==> images/layer_met4.png <==
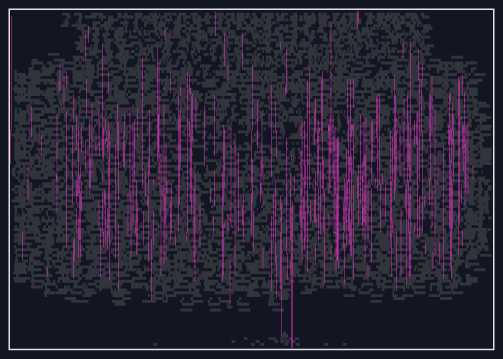
==> images/placement_by_type.png <==
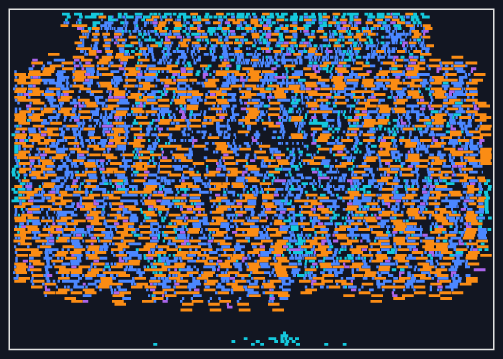
==> images/clocks.png <==
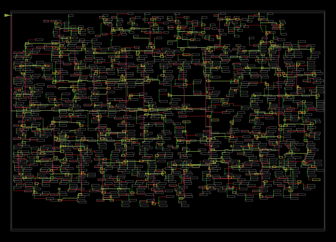
==> images/metal_density.png <==
The die is cut into 23 by 16 equal tiles; dark blue is low, red is high, scaled to the fullest tile. Values are wire area over tile area, all layers added.
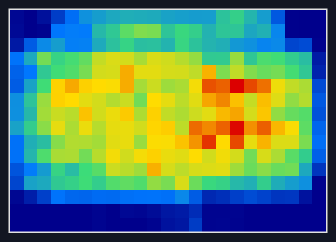
$ cat config.mk
export PLATFORM = sky130hd
export DESIGN_NAME = id_stage
export DESIGN_NICKNAME = d
export VERILOG_FILES = /design/src/rtl/id_stage_pkg.sv /design/src/rtl/id_stage_reg_file.sv /design/src/rtl/id_stage.sv
export SDC_FILE = /design/constraint.sdc
export NUM_CORES = 2
export LEC_CHECK = 0
export CAP_MARGIN = 15
export CORE_ASPECT_RATIO = 0.7
export CORE_UTILIZATION = 44
export CTS_BUF_LIST = sky130_fd_sc_hd__clkbuf_2 sky130_fd_sc_hd__clkbuf_4 sky130_fd_sc_hd__clkbuf_8
export DETAILED_ROUTE_END_ITERATION = 8
export GPL_TIMING_DRIVEN = 0
export HOLD_SLACK_MARGIN = 0.1
export PLACE_DENSITY = 0.67
export SLEW_MARGIN = 5
export SYNTH_ARGS = -nofsm -noshare
export SYNTH_HDL_FRONTEND = slang
export SYNTH_HIERARCHICAL = 1
export SYNTH_SLANG_ARGS = --single-unit
export TNS_END_PERCENT = 20
$ cat constraint.sdc
create_clock -name clk -period 4.6 [get_ports clk]
set_clock_uncertainty 0.2 [all_clocks]
set_input_delay 0.69 -clock clk [delete_from_list [all_inputs] [get_ports clk]]
set_output_delay 0.69 -clock clk [all_outputs]
set_load 0.02 [all_outputs]
$ cat src/rtl/id_stage_pkg.sv
// ---------------------------------------------------------------------------
// id_stage_pkg
// Shared definitions for the instruction-decode stage: instruction field
// positions, opcode values, ALU command encodings, branch-type encodings and
// a helper that builds the word-scaled branch offset.
// No ports (package only).
// ---------------------------------------------------------------------------
package id_stage_pkg;

  // Instruction field positions
  localparam int OPC_HI  = 31;
  localparam int OPC_LO  = 26;
  localparam int DEST_HI = 25;
  localparam int DEST_LO = 21;
  localparam int SRC1_HI = 20;
  localparam int SRC1_LO = 16;
  localparam int SRC2_HI = 15;
  localparam int SRC2_LO = 11;
  localparam int IMM_HI  = 15;
  localparam int IMM_LO  = 0;

  // Opcode values. Anything not listed here decodes as a NOP.
  typedef enum logic [5:0] {
    OP_NOP  = 6'd0,
    OP_ADD  = 6'd1,
    OP_SUB  = 6'd3,
    OP_AND  = 6'd5,
    OP_OR   = 6'd6,
    OP_NOR  = 6'd7,
    OP_XOR  = 6'd8,
    OP_SLA  = 6'd9,
    OP_SLL  = 6'd10,
    OP_SRA  = 6'd11,
    OP_SRL  = 6'd12,
    OP_ADDI = 6'd32,
    OP_SUBI = 6'd33,
    OP_LD   = 6'd36,
    OP_ST   = 6'd37,
    OP_BEZ  = 6'd40,
    OP_BNE  = 6'd41,
    OP_JMP  = 6'd42
  } opcode_e;

  // ALU commands handed to the execute stage. SLA and SLL share EXE_SHL
  // because an arithmetic left shift is identical to a logical one.
  typedef enum logic [3:0] {
    EXE_NONE = 4'd0,
    EXE_ADD  = 4'd1,
    EXE_SUB  = 4'd2,
    EXE_AND  = 4'd3,
    EXE_OR   = 4'd4,
    EXE_NOR  = 4'd5,
    EXE_XOR  = 4'd6,
    EXE_SHL  = 4'd7,
    EXE_SRA  = 4'd8,
    EXE_SRL  = 4'd9
  } exe_cmd_e;

  // Branch kinds
  typedef enum logic [1:0] {
    BR_NONE = 2'd0,
    BR_BEZ  = 2'd1,
    BR_BNE  = 2'd2,
    BR_JMP  = 2'd3
  } br_type_e;

  // Sign-extended 16-bit immediate scaled to a byte offset (word units << 2)
  function automatic logic [31:0] brOffset(input logic [15:0] imm);
    return {{14{imm[15]}}, imm, 2'b00};
  endfunction

endpackage

$ cat src/rtl/id_stage_reg_file.sv
// ---------------------------------------------------------------------------
// id_stage_reg_file
// REG_COUNT x DATA_W register file with two combinational read ports and one
// synchronous write port. R0 is hardwired to zero; a write and a read of the
// same non-zero index in the same cycle returns the write data (bypass).
// Ports:
//   clk, rst           clock, synchronous active-high reset (clears all regs)
//   i_we, i_waddr,     write enable / index / data
//   i_wdata
//   i_raddr1, i_raddr2 read indices
//   o_rdata1, o_rdata2 read data
// ---------------------------------------------------------------------------
module id_stage_reg_file #(
  parameter int REG_COUNT = 32,
  parameter int DATA_W    = 32,
  parameter int ADDR_W    = 5
) (
  input  logic              clk,
  input  logic              rst,
  input  logic              i_we,
  input  logic [ADDR_W-1:0] i_waddr,
  input  logic [DATA_W-1:0] i_wdata,
  input  logic [ADDR_W-1:0] i_raddr1,
  input  logic [ADDR_W-1:0] i_raddr2,
  output logic [DATA_W-1:0] o_rdata1,
  output logic [DATA_W-1:0] o_rdata2
);

  logic [DATA_W-1:0] r_regs [REG_COUNT];
  logic              w_wrValid;

  assign w_wrValid = i_we && (i_waddr != '0);

  // Storage: reset clears every entry, writes to index 0 are dropped so R0
  // stays zero even without the read-side forcing below.
  always_ff @(posedge clk) begin
    if (rst) begin
      for (int i = 0; i < REG_COUNT; i++) begin
        r_regs[i] <= '0;
      end
    end else if (w_wrValid) begin
      r_regs[i_waddr] <= i_wdata;
    end
  end

  // Read ports: R0 forced to zero, otherwise bypass a same-cycle write so the
  // decoder sees the value write-back is committing this edge.
  always_comb begin
    o_rdata1 = r_regs[i_raddr1];
    o_rdata2 = r_regs[i_raddr2];
    if (i_raddr1 == '0) begin
      o_rdata1 = '0;
    end else if (w_wrValid && (i_waddr == i_raddr1)) begin
      o_rdata1 = i_wdata;
    end
    if (i_raddr2 == '0) begin
      o_rdata2 = '0;
    end else if (w_wrValid && (i_waddr == i_raddr2)) begin
      o_rdata2 = i_wdata;
    end
  end

endmodule

$ cat src/rtl/id_stage.sv
// ---------------------------------------------------------------------------
// id_stage
// Instruction-decode stage: decodes the fetched instruction, reads the
// register file, selects the immediate, computes the branch target and holds
// everything in the ID/EX pipeline register (1-cycle latency).
// Ports:
//   clk, rst                  clock, synchronous active-high reset
//   freeze, flush             hold / bubble the ID/EX register (flush wins)
//   pc_in, instr_in           PC (+4) and instruction from fetch
//   wb_en, wb_dest, wb_val    register-file write port from write-back
//   src1, src2, two_src       combinational source indices for hazard unit
//   pc_out, val1, val2,       registered datapath fields
//   st_val, dest, br_addr
//   exe_cmd, mem_r_en,        registered control fields
//   mem_w_en, wb_en_out,
//   br_type
// ---------------------------------------------------------------------------
module id_stage
  import id_stage_pkg::*;
#(
  parameter int REG_COUNT = 32,
  parameter int DATA_W    = 32
) (
  input  logic              clk,
  input  logic              rst,
  input  logic              freeze,
  input  logic              flush,
  input  logic [31:0]       pc_in,
  input  logic [31:0]       instr_in,
  input  logic              wb_en,
  input  logic [4:0]        wb_dest,
  input  logic [DATA_W-1:0] wb_val,
  output logic [4:0]        src1,
  output logic [4:0]        src2,
  output logic              two_src,
  output logic [31:0]       pc_out,
  output logic [DATA_W-1:0] val1,
  output logic [DATA_W-1:0] val2,
  output logic [DATA_W-1:0] st_val,
  output logic [4:0]        dest,
  output logic [3:0]        exe_cmd,
  output logic              mem_r_en,
  output logic              mem_w_en,
  output logic              wb_en_out,
  output logic [1:0]        br_type,
  output logic [31:0]       br_addr
);

  logic [5:0]        w_opcode;
  logic [4:0]        w_destIdx;
  logic [4:0]        w_src2Field;
  logic [15:0]       w_imm;
  logic [DATA_W-1:0] w_immExt;
  logic [DATA_W-1:0] w_rdata1;
  logic [DATA_W-1:0] w_rdata2;
  logic [31:0]       w_brAddr;

  exe_cmd_e          w_exeCmd;
  br_type_e          w_brType;
  logic              w_memR;
  logic              w_memW;
  logic              w_wbEn;
  logic              w_isImm;
  logic              w_isStore;
  logic              w_twoSrc;

  logic [31:0]       r_pc;
  logic [DATA_W-1:0] r_val1;
  logic [DATA_W-1:0] r_val2;
  logic [DATA_W-1:0] r_stVal;
  logic [4:0]        r_dest;
  exe_cmd_e          r_exeCmd;
  logic              r_memR;
  logic              r_memW;
  logic              r_wbEn;
  br_type_e          r_brType;
  logic [31:0]       r_brAddr;

  assign w_opcode    = instr_in[OPC_HI:OPC_LO];
  assign w_destIdx   = instr_in[DEST_HI:DEST_LO];
  assign w_src2Field = instr_in[SRC2_HI:SRC2_LO];
  assign w_imm       = instr_in[IMM_HI:IMM_LO];
  assign w_immExt    = {{(DATA_W-16){w_imm[15]}}, w_imm};
  assign w_brAddr    = pc_in + brOffset(w_imm);

  // Opcode decoder: every control output gets a NOP default first, so any
  // opcode without a case item falls through as a bubble.
  always_comb begin
    w_exeCmd  = EXE_NONE;
    w_brType  = BR_NONE;
    w_memR    = 1'b0;
    w_memW    = 1'b0;
    w_wbEn    = 1'b0;
    w_isImm   = 1'b0;
    w_isStore = 1'b0;
    w_twoSrc  = 1'b0;
    case (w_opcode)
      OP_ADD:  begin w_exeCmd = EXE_ADD; w_wbEn = 1'b1; w_twoSrc = 1'b1; end
      OP_SUB:  begin w_exeCmd = EXE_SUB; w_wbEn = 1'b1; w_twoSrc = 1'b1; end
      OP_AND:  begin w_exeCmd = EXE_AND; w_wbEn = 1'b1; w_twoSrc = 1'b1; end
      OP_OR:   begin w_exeCmd = EXE_OR;  w_wbEn = 1'b1; w_twoSrc = 1'b1; end
      OP_NOR:  begin w_exeCmd = EXE_NOR; w_wbEn = 1'b1; w_twoSrc = 1'b1; end
      OP_XOR:  begin w_exeCmd = EXE_XOR; w_wbEn = 1'b1; w_twoSrc = 1'b1; end
      OP_SLA:  begin w_exeCmd = EXE_SHL; w_wbEn = 1'b1; w_twoSrc = 1'b1; end
      OP_SLL:  begin w_exeCmd = EXE_SHL; w_wbEn = 1'b1; w_twoSrc = 1'b1; end
      OP_SRA:  begin w_exeCmd = EXE_SRA; w_wbEn = 1'b1; w_twoSrc = 1'b1; end
      OP_SRL:  begin w_exeCmd = EXE_SRL; w_wbEn = 1'b1; w_twoSrc = 1'b1; end
      OP_ADDI: begin w_exeCmd = EXE_ADD; w_wbEn = 1'b1; w_isImm = 1'b1; end
      OP_SUBI: begin w_exeCmd = EXE_SUB; w_wbEn = 1'b1; w_isImm = 1'b1; end
      OP_LD: begin
        w_exeCmd = EXE_ADD;
        w_isImm  = 1'b1;
        w_memR   = 1'b1;
        w_wbEn   = 1'b1;
      end
      OP_ST: begin
        w_exeCmd  = EXE_ADD;
        w_isImm   = 1'b1;
        w_memW    = 1'b1;
        w_isStore = 1'b1;
        w_twoSrc  = 1'b1;
      end
      OP_BEZ:  w_brType = BR_BEZ;
      OP_BNE:  begin w_brType = BR_BNE; w_twoSrc = 1'b1; end
      OP_JMP:  w_brType = BR_JMP;
      default: ;
    endcase
  end

  // A store reads its data register through the second port, so src2 is
  // redirected to the dest field; this makes st_val carry R[dest] for ST.
  // For other instructions st_val is the second read operand and unused.
  assign src1    = instr_in[SRC1_HI:SRC1_LO];
  assign src2    = w_isStore ? w_destIdx : w_src2Field;
  assign two_src = w_twoSrc;

  id_stage_reg_file #(
    .REG_COUNT (REG_COUNT),
    .DATA_W    (DATA_W),
    .ADDR_W    (5)
  ) u_regFile (
    .clk      (clk),
    .rst      (rst),
    .i_we     (wb_en),
    .i_waddr  (wb_dest),
    .i_wdata  (wb_val),
    .i_raddr1 (src1),
    .i_raddr2 (src2),
    .o_rdata1 (w_rdata1),
    .o_rdata2 (w_rdata2)
  );

  // ID/EX pipeline register: reset, then flush (bubble with zeroed data),
  // then freeze (hold), otherwise capture the freshly decoded instruction.
  always_ff @(posedge clk) begin
    if (rst || flush) begin
      r_pc     <= '0;
      r_val1   <= '0;
      r_val2   <= '0;
      r_stVal  <= '0;
      r_dest   <= '0;
      r_exeCmd <= EXE_NONE;
      r_memR   <= 1'b0;
      r_memW   <= 1'b0;
      r_wbEn   <= 1'b0;
      r_brType <= BR_NONE;
      r_brAddr <= '0;
    end else if (!freeze) begin
      r_pc     <= pc_in;
      r_val1   <= w_rdata1;
      r_val2   <= w_isImm ? w_immExt : w_rdata2;
      r_stVal  <= w_rdata2;
      r_dest   <= w_destIdx;
      r_exeCmd <= w_exeCmd;
      r_memR   <= w_memR;
      r_memW   <= w_memW;
      r_wbEn   <= w_wbEn;
      r_brType <= w_brType;
      r_brAddr <= w_brAddr;
    end
  end

  assign pc_out    = r_pc;
  assign val1      = r_val1;
  assign val2      = r_val2;
  assign st_val    = r_stVal;
  assign dest      = r_dest;
  assign exe_cmd   = r_exeCmd;
  assign mem_r_en  = r_memR;
  assign mem_w_en  = r_memW;
  assign wb_en_out = r_wbEn;
  assign br_type   = r_brType;
  assign br_addr   = r_brAddr;

endmodule

==> flow_metrics.py <==
# Flow results
metrics = {
    "drt": {
        "viasPerCell": 6.714,
        "vias": 49960,
        "first_pass_iters": 6,
        "drtIter0Drc": 9197,
    },
    "yosys": {
        "ys_seq_elements": 1196,
        "synth_cells": 4872,
        "ys_warn_count": 6,
        "synth.area.mux_share_pct": 20.60,
        "synthFlopType": "edfxtp_1",
        "simple_gate_share_pct": 14.08,
        "ys_sh_adder_pct": 0.5993,
        "synth.logic.top_family": "multiplexers",
        "edf_count": 1024,
        "xor_share_pct": 0.3976,
    },
    "final_timing": {
        "finalSetupViolations": 20,
        "tightest_slew_ps": 1500,
        "whs_ps": 202.3,
        "tns_ps": -1550,
        "finalWorstSetupSlack_ps": -198.7,
        "drv_slew": 0,
        "hold_violations": 0,
        "slew_headroom_pct": 0.00004441,
    },
    "floorplanning": {
        "die_area_um2": 146700,
        "nWellTaps": 1888,
        "initCoreUtil_pct": 44.51,
        "io_pins": 291,
        "die_x_um": 457.4,
        "rows": 116,
    },
    "power_and_ir_drop": {
        "leakagePower_nw": 26.46,
        "comb-power_mw": 4.36,
        "seqPwrFrac_pct": 47.9,
        "ir_worst_vdd_mv": 0.3312,
        "pg_seq_mw": 12.7,
        "switching_share_pct": 29.25,
        "power_density_nw_per_um2": 358.7,
        "clkPwrFrac_pct": 35.7,
    },
    "clock_network": {
        "h-tree-depth": 4,
        "clock_path_buffers": 3,
        "cts_tree": "yes",
        "cts_buffers": 184,
        "post-cts-setup-buffer-count": 0,
        "clockRootBuffer": "clkbuf_8",
        "clkSinkCount": 1196,
    },
    "status": {
        "violations": "capacitance limit, setup timing",
        "status": "complete, but fails checks",
    },
    "cells_and_area": {
        "comb_share_pct": 37.30,
        "buf_share_pct": 8.026,
        "clock_cell_area_share_pct": 5.014,
        "largest_class": "sequential cells",
        "antennaDiodeCount": 10,
        "final_cell_mix": "1024 x edfxtp_1, 966 x and2_1, 433 x mux2i_1, 356 x mux4_2, 322 x clkbuf_1",
        "inverters": 17,
        "buffers": 806,
        "ff_latch_area_um2": 34190,
        "final-comb-area_um2": 27520,
        "multi_input_comb_cells": 3199,
    },
    "global_routing": {
        "grt_overflow": 0,
        "track_usage_pct": 37.80,
        "grt_pass1_wl_mm": 376.5,
    },
    "placed_design": {
        "place_inst": 7091,
        "dp_hpwl_mm": 207.9,
    },
    "critical_path": {
        "startpoint_type": "input pin",
        "critical_path.max_fanout": 10,
    },
    "run": {
        "cap_violations": 1,
        "warnings": 28,
    },
}
## Picture notes: layer_met4.png
wire length on this layer = 15700 um
main direction = vertical

## Picture notes: placement_by_type.png
combinational and other logic -> blue  # cells 3216, share of their area 39%
clock drivers and dummy loads -> purple  # cells 325, share of their area 5.2%
sequential cells -> orange  # cells 1196, share of their area 48%
remaining buffers and delay cells -> cyan  # cells 806, share of their area 8.3%

## Picture notes: clocks.png
CLK BUF: 248
Clock Latency Late Sink: 950 ps

## Picture notes: metal_density.png
nearly empty tiles = 15%
tiles over half the peak = 48%
densest ninth of the die = center
fullest tile = 0.80
mean over tiles = 0.35

## state kept, by name, indices dropped and copies added (netlist names), 4 cells and up
name and cells:
pc_out 32, br_addr 30, exe_cmd 4, val1 32, dest 5, val2 32, u_regFile/r_regs 1024, st_val 32
## metal layers
| metal | up-vias | wire length (um) | GRT usage, % |
|---|---|---|---|
| met3 | 743 | 51170 | 17.47 |
| li1 | 19420 | - | - |
| met1 | 25210 | 106400 | 52.38 |
| met2 | 4576 | 109800 | 49.19 |
| met5 | - | 103 | 0.2946 |
| met4 | 8 | 15740 | 18.44 |
## critical path, stage by stage
cell	delay [ps]
clkdlybuf4s50_1	520
nor2b_2	330
nand3_4	230
mux2_2	450
buf_6	260
buf_4	300
inv_2	420
buf_4	450
mux2i_1	560
a21oi_1	210
a211oi_1	400
nor2_1	160
nand2_1	80
a21oi_1	70
a21oi_1	140
nor2_1	50
## through the flow
stage | total power [mW] | worst slack (ps) | area (um2) | util, %
3_3_place_gp | 16.86 | -2381 | 69190 | 48.20
2_1_floorplan | 15.06 | 632.7 | 64000 | -
3_5_place_dp | 16.95 | -2156 | 69480 | 48.40
6_report | 26.47 | -198.7 | 73790 | 51.41
4_1_cts | 26.18 | 84.71 | 73360 | 51.11
5_1_grt | 26.98 | -3.243 | 73770 | 51.39
## worst paths after layout
path | start | to | slack, ps | cells after the start
hold / removal | pc_in[0] | pc_out[0] | 200 | 3
setup reg to reg | u_regFile/r_regs[13][4] | val2[4] | 1760 | 8
setup / recovery | instr_in[28] | val2[7] | -200 | 16
hold reg to reg | exe_cmd[0] | exe_cmd[0] | 270 | 2
## timing repair
action                                  CTS  global route
pin swaps                                 0             0
resized                                  55            48
hold endpoints to repair                  4             0
endpoints found under the setup margin   64            37
hold buffers                              1             0
No activity file was given, so power comes from the tool's default toggle rates.
